==> config.mk <==
export PLATFORM = sky130hd
export DESIGN_NAME = apb_cmd_master_flat
export DESIGN_NICKNAME = d
export VERILOG_FILES = /design/src/rtl/apb_cmd_master_if.sv /design/src/rtl/apb_cmd_master.sv /design/src/flat_wrapper.sv
export SDC_FILE = /design/constraint.sdc
export NUM_CORES = 1
export LEC_CHECK = 0
export ABC_CLOCK_PERIOD_IN_PS = 3000
export CAP_MARGIN = 20
export CORE_UTILIZATION = 45
export CTS_BUF_LIST = sky130_fd_sc_hd__clkbuf_8
export DETAILED_ROUTE_END_ITERATION = 10
export GPL_ROUTABILITY_DRIVEN = 0
export GPL_TIMING_DRIVEN = 1
export PLACE_DENSITY_LB_ADDON = 0.08
export SKIP_LAST_GASP = 1
export SLEW_MARGIN = 20
export SYNTH_ARGS = -nofsm -noshare
export SYNTH_HDL_FRONTEND = slang
export SYNTH_SLANG_ARGS = --single-unit
==> constraint.sdc <==
create_clock -name pclk -period 3 [get_ports pclk]
set_input_delay 0.3 -clock pclk [delete_from_list [all_inputs] [get_ports pclk]]
set_output_delay 0.3 -clock pclk [all_outputs]
set_load 0.02 [all_outputs]
==> src/rtl/apb_cmd_master_if.sv <==
// Command/response handshake and APB bus bundle
// for the single-transfer APB requester.
interface apb_cmd_master_if #(
  parameter int ADDR_W = 8,
  parameter int DATA_W = 8
);
  logic              cmd_valid;
  logic              cmd_ready;
  logic              cmd_write;
  logic [ADDR_W-1:0] cmd_addr;
  logic [DATA_W-1:0] cmd_wdata;
  logic              rsp_valid;
  logic [DATA_W-1:0] rsp_rdata;
  logic              rsp_err;
  logic              psel;
  logic              penable;
  logic              pwrite;
  logic [ADDR_W-1:0] paddr;
  logic [DATA_W-1:0] pwdata;
  logic [DATA_W-1:0] prdata;
  logic              pready;

  modport master (
    input  cmd_valid, cmd_write, cmd_addr, cmd_wdata,
    input  prdata, pready,
    output cmd_ready, rsp_valid, rsp_rdata, rsp_err,
    output psel, penable, pwrite, paddr, pwdata
  );

  modport slave (
    output cmd_valid, cmd_write, cmd_addr, cmd_wdata,
    output prdata, pready,
    input  cmd_ready, rsp_valid, rsp_rdata, rsp_err,
    input  psel, penable, pwrite, paddr, pwdata
  );
endinterface

==> src/rtl/apb_cmd_master.sv <==
// APB requester: one command at a time through
// IDLE -> SETUP -> ACCESS, with optional wait timeout.
module apb_cmd_master #(
  parameter int ADDR_W  = 8,
  parameter int DATA_W  = 8,
  parameter int TIMEOUT = 16
) (
  input  logic                  pclk,
  input  logic                  preset,
  apb_cmd_master_if.master      bus
);

  typedef enum logic [1:0] {
    S_IDLE,
    S_SETUP,
    S_ACCESS
  } state_e;

  localparam int CW =
    (TIMEOUT > 0) ? $clog2(TIMEOUT + 1) : 1;
  localparam logic [CW-1:0] TO_V = CW'(TIMEOUT);

  state_e            state_q, state_d;
  logic [CW-1:0]     cnt_q, cnt_d, cnt_inc;
  logic              cmd_ready_q, cmd_ready_d;
  logic              psel_q, psel_d;
  logic              penable_q, penable_d;
  logic              pwrite_q, pwrite_d;
  logic [ADDR_W-1:0] paddr_q, paddr_d;
  logic [DATA_W-1:0] pwdata_q, pwdata_d;
  logic              rsp_valid_q, rsp_valid_d;
  logic              rsp_err_q, rsp_err_d;
  logic [DATA_W-1:0] rsp_rdata_q, rsp_rdata_d;

  always_comb begin
    state_d     = state_q;
    cnt_d       = cnt_q;
    cmd_ready_d = cmd_ready_q;
    psel_d      = psel_q;
    penable_d   = penable_q;
    pwrite_d    = pwrite_q;
    paddr_d     = paddr_q;
    pwdata_d    = pwdata_q;
    rsp_valid_d = 1'b0;
    rsp_err_d   = rsp_err_q;
    rsp_rdata_d = rsp_rdata_q;
    // saturating so a disabled timeout never wraps
    cnt_inc = (cnt_q == '1) ? cnt_q
                            : cnt_q + CW'(1);
    unique case (state_q)
      S_IDLE: begin
        if (bus.cmd_valid) begin
          state_d     = S_SETUP;
          cnt_d       = '0;
          cmd_ready_d = 1'b0;
          psel_d      = 1'b1;
          pwrite_d    = bus.cmd_write;
          paddr_d     = bus.cmd_addr;
          pwdata_d    = bus.cmd_write ? bus.cmd_wdata
                                      : '0;
        end
      end
      S_SETUP: begin
        state_d   = S_ACCESS;
        penable_d = 1'b1;
      end
      S_ACCESS: begin
        if (bus.pready) begin
          state_d     = S_IDLE;
          cmd_ready_d = 1'b1;
          psel_d      = 1'b0;
          penable_d   = 1'b0;
          rsp_valid_d = 1'b1;
          rsp_err_d   = 1'b0;
          rsp_rdata_d = pwrite_q ? '0 : bus.prdata;
        end else begin
          cnt_d = cnt_inc;
          if (TIMEOUT != 0 && cnt_inc == TO_V) begin
            state_d     = S_IDLE;
            cmd_ready_d = 1'b1;
            psel_d      = 1'b0;
            penable_d   = 1'b0;
            rsp_valid_d = 1'b1;
            rsp_err_d   = 1'b1;
            rsp_rdata_d = '0;
          end
        end
      end
      default: state_d = S_IDLE;
    endcase
  end

  always_ff @(posedge pclk) begin
    if (preset) begin
      state_q     <= S_IDLE;
      cnt_q       <= '0;
      cmd_ready_q <= 1'b1;
      psel_q      <= 1'b0;
      penable_q   <= 1'b0;
      pwrite_q    <= 1'b0;
      paddr_q     <= '0;
      pwdata_q    <= '0;
      rsp_valid_q <= 1'b0;
      rsp_err_q   <= 1'b0;
      rsp_rdata_q <= '0;
    end else begin
      state_q     <= state_d;
      cnt_q       <= cnt_d;
      cmd_ready_q <= cmd_ready_d;
      psel_q      <= psel_d;
      penable_q   <= penable_d;
      pwrite_q    <= pwrite_d;
      paddr_q     <= paddr_d;
      pwdata_q    <= pwdata_d;
      rsp_valid_q <= rsp_valid_d;
      rsp_err_q   <= rsp_err_d;
      rsp_rdata_q <= rsp_rdata_d;
    end
  end

  assign bus.cmd_ready = cmd_ready_q;
  assign bus.psel      = psel_q;
  assign bus.penable   = penable_q;
  assign bus.pwrite    = pwrite_q;
  assign bus.paddr     = paddr_q;
  assign bus.pwdata    = pwdata_q;
  assign bus.rsp_valid = rsp_valid_q;
  assign bus.rsp_err   = rsp_err_q;
  assign bus.rsp_rdata = rsp_rdata_q;

endmodule

==> src/flat_wrapper.sv <==
// flat-port wrapper written by rule: the top's interface ports become plain ports
module apb_cmd_master_flat 
#(
  parameter int ADDR_W  = 8,
  parameter int DATA_W  = 8,
  parameter int TIMEOUT = 16
)
  (pclk, preset, bus_cmd_valid, bus_cmd_write, bus_cmd_addr, bus_cmd_wdata, bus_prdata, bus_pready, bus_cmd_ready, bus_rsp_valid, bus_rsp_rdata, bus_rsp_err, bus_psel, bus_penable, bus_pwrite, bus_paddr, bus_pwdata);
  apb_cmd_master_if #(.ADDR_W(ADDR_W), .DATA_W(DATA_W)) bus_i ();
  input  logic pclk;
  input  logic preset;
  input wire logic [$bits(bus_i.cmd_valid)-1:0] bus_cmd_valid;
  input wire logic [$bits(bus_i.cmd_write)-1:0] bus_cmd_write;
  input wire logic [$bits(bus_i.cmd_addr)-1:0] bus_cmd_addr;
  input wire logic [$bits(bus_i.cmd_wdata)-1:0] bus_cmd_wdata;
  input wire logic [$bits(bus_i.prdata)-1:0] bus_prdata;
  input wire logic [$bits(bus_i.pready)-1:0] bus_pready;
  output wire logic [$bits(bus_i.cmd_ready)-1:0] bus_cmd_ready;
  output wire logic [$bits(bus_i.rsp_valid)-1:0] bus_rsp_valid;
  output wire logic [$bits(bus_i.rsp_rdata)-1:0] bus_rsp_rdata;
  output wire logic [$bits(bus_i.rsp_err)-1:0] bus_rsp_err;
  output wire logic [$bits(bus_i.psel)-1:0] bus_psel;
  output wire logic [$bits(bus_i.penable)-1:0] bus_penable;
  output wire logic [$bits(bus_i.pwrite)-1:0] bus_pwrite;
  output wire logic [$bits(bus_i.paddr)-1:0] bus_paddr;
  output wire logic [$bits(bus_i.pwdata)-1:0] bus_pwdata;
  assign bus_i.cmd_valid = bus_cmd_valid;
  assign bus_i.cmd_write = bus_cmd_write;
  assign bus_i.cmd_addr = bus_cmd_addr;
  assign bus_i.cmd_wdata = bus_cmd_wdata;
  assign bus_i.prdata = bus_prdata;
  assign bus_i.pready = bus_pready;
  assign bus_cmd_ready = bus_i.cmd_ready;
  assign bus_rsp_valid = bus_i.rsp_valid;
  assign bus_rsp_rdata = bus_i.rsp_rdata;
  assign bus_rsp_err = bus_i.rsp_err;
  assign bus_psel = bus_i.psel;
  assign bus_penable = bus_i.penable;
  assign bus_pwrite = bus_i.pwrite;
  assign bus_paddr = bus_i.paddr;
  assign bus_pwdata = bus_i.pwdata;
  apb_cmd_master #(.ADDR_W(ADDR_W), .DATA_W(DATA_W), .TIMEOUT(TIMEOUT)) u_core (.pclk(pclk), .preset(preset), .bus(bus_i));
endmodule
Figure 1. M1 wires.
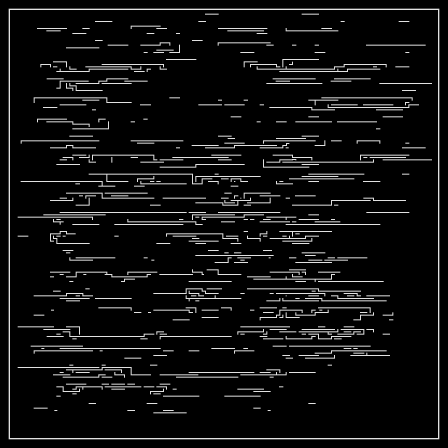
nets with wire on the layer: 225
longest straight run: 17.9 um

Figure 2. M2 wires.
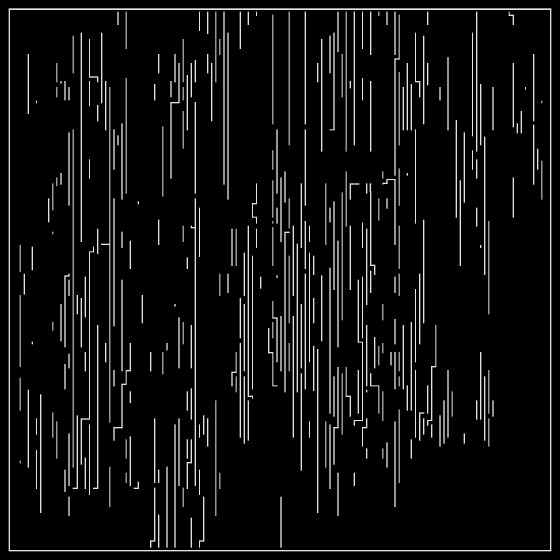
nets with wire on the layer: 225
main direction: vertical
wire length on this layer: 1790 um
share of all routed wire: 49%
longest straight run: 38.1 um

Figure 3. Metal 3.
Scale bar: 20 um. Cells faint in the background.
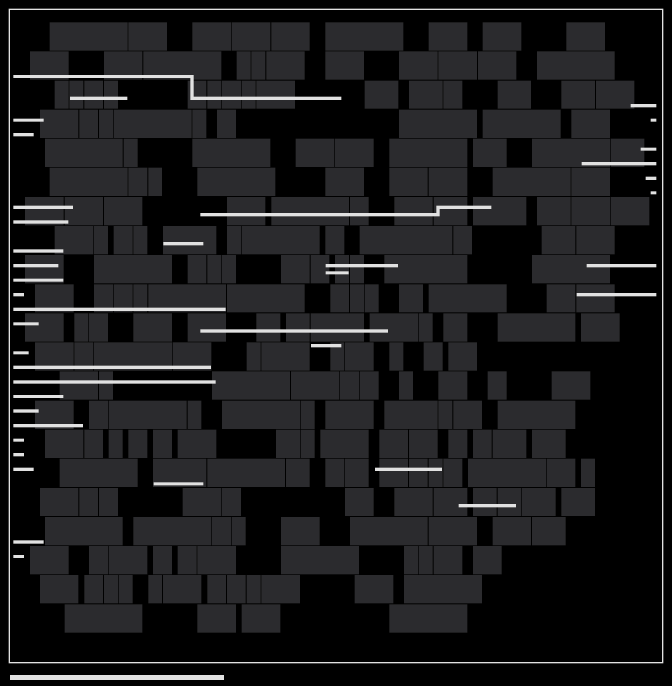
share of all routed wire: 6.6%
main direction: horizontal
wire length on this layer: 242 um
longest straight run: 22.1 um
nets with wire on the layer: 36

Figure 4. Register map, names as in the netlist.
Scale bar: 20 um. Other sequential cells in the stronger gray, the rest of the logic in the fainter gray.
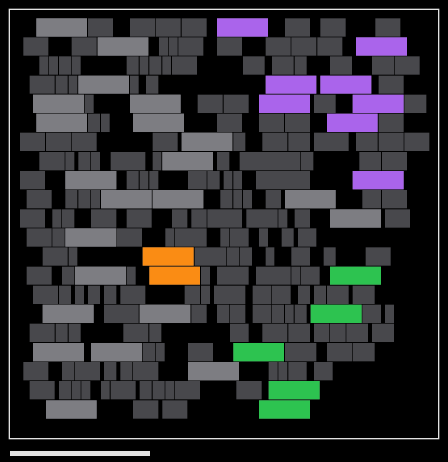
[green] u_core.cnt_q | placed flops: 5
[orange] u_core.state_q | placed flops: 2
[purple] u_core.bus.rsp_rdata | placed flops: 8 | where: upper right
register area: 741 um2
Power Sequential: 0.000535 W

Figure 5. Track usage over the die.
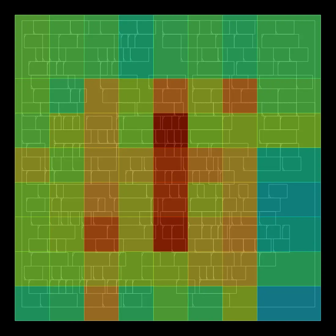
met3 GRT Util: 10.4%
met2 Use GR: 36.9%
met1 Use GR: 24.7%
GRT busiest layer: met2
per-cell routed wire length: 13.2 um

==> qor.yml <==
power_w: 0.00110
synth_flops: 37
status: "finished, final reports clean"
area_growth_pct: 43.6
finalCritPeriodShare_pct: 65.6
fin_util_pct: 67.3
crit_required_ps: 3170
power_leakage_nw: 0.805
clock_area_share_pct: 3.84
fin_nets: 263
bufAreaShareNonClock_pct: 26.2
largest_area_cell: "dfxtp_1"
start_kind: "flip-flop"
r2r_start: "u_core.state_q[0]"
whs_path_depth: 2
hp-start: "u_core.bus.pwdata[3]"
top_power_group: "sequential cells"
clk_path_buf_depth: 2
cts-root-buf: "clkbuf_8"
max-cap-violations: 0
crit_start: "u_core.state_q[0]"
Power is estimated from default activity; no workload was simulated.
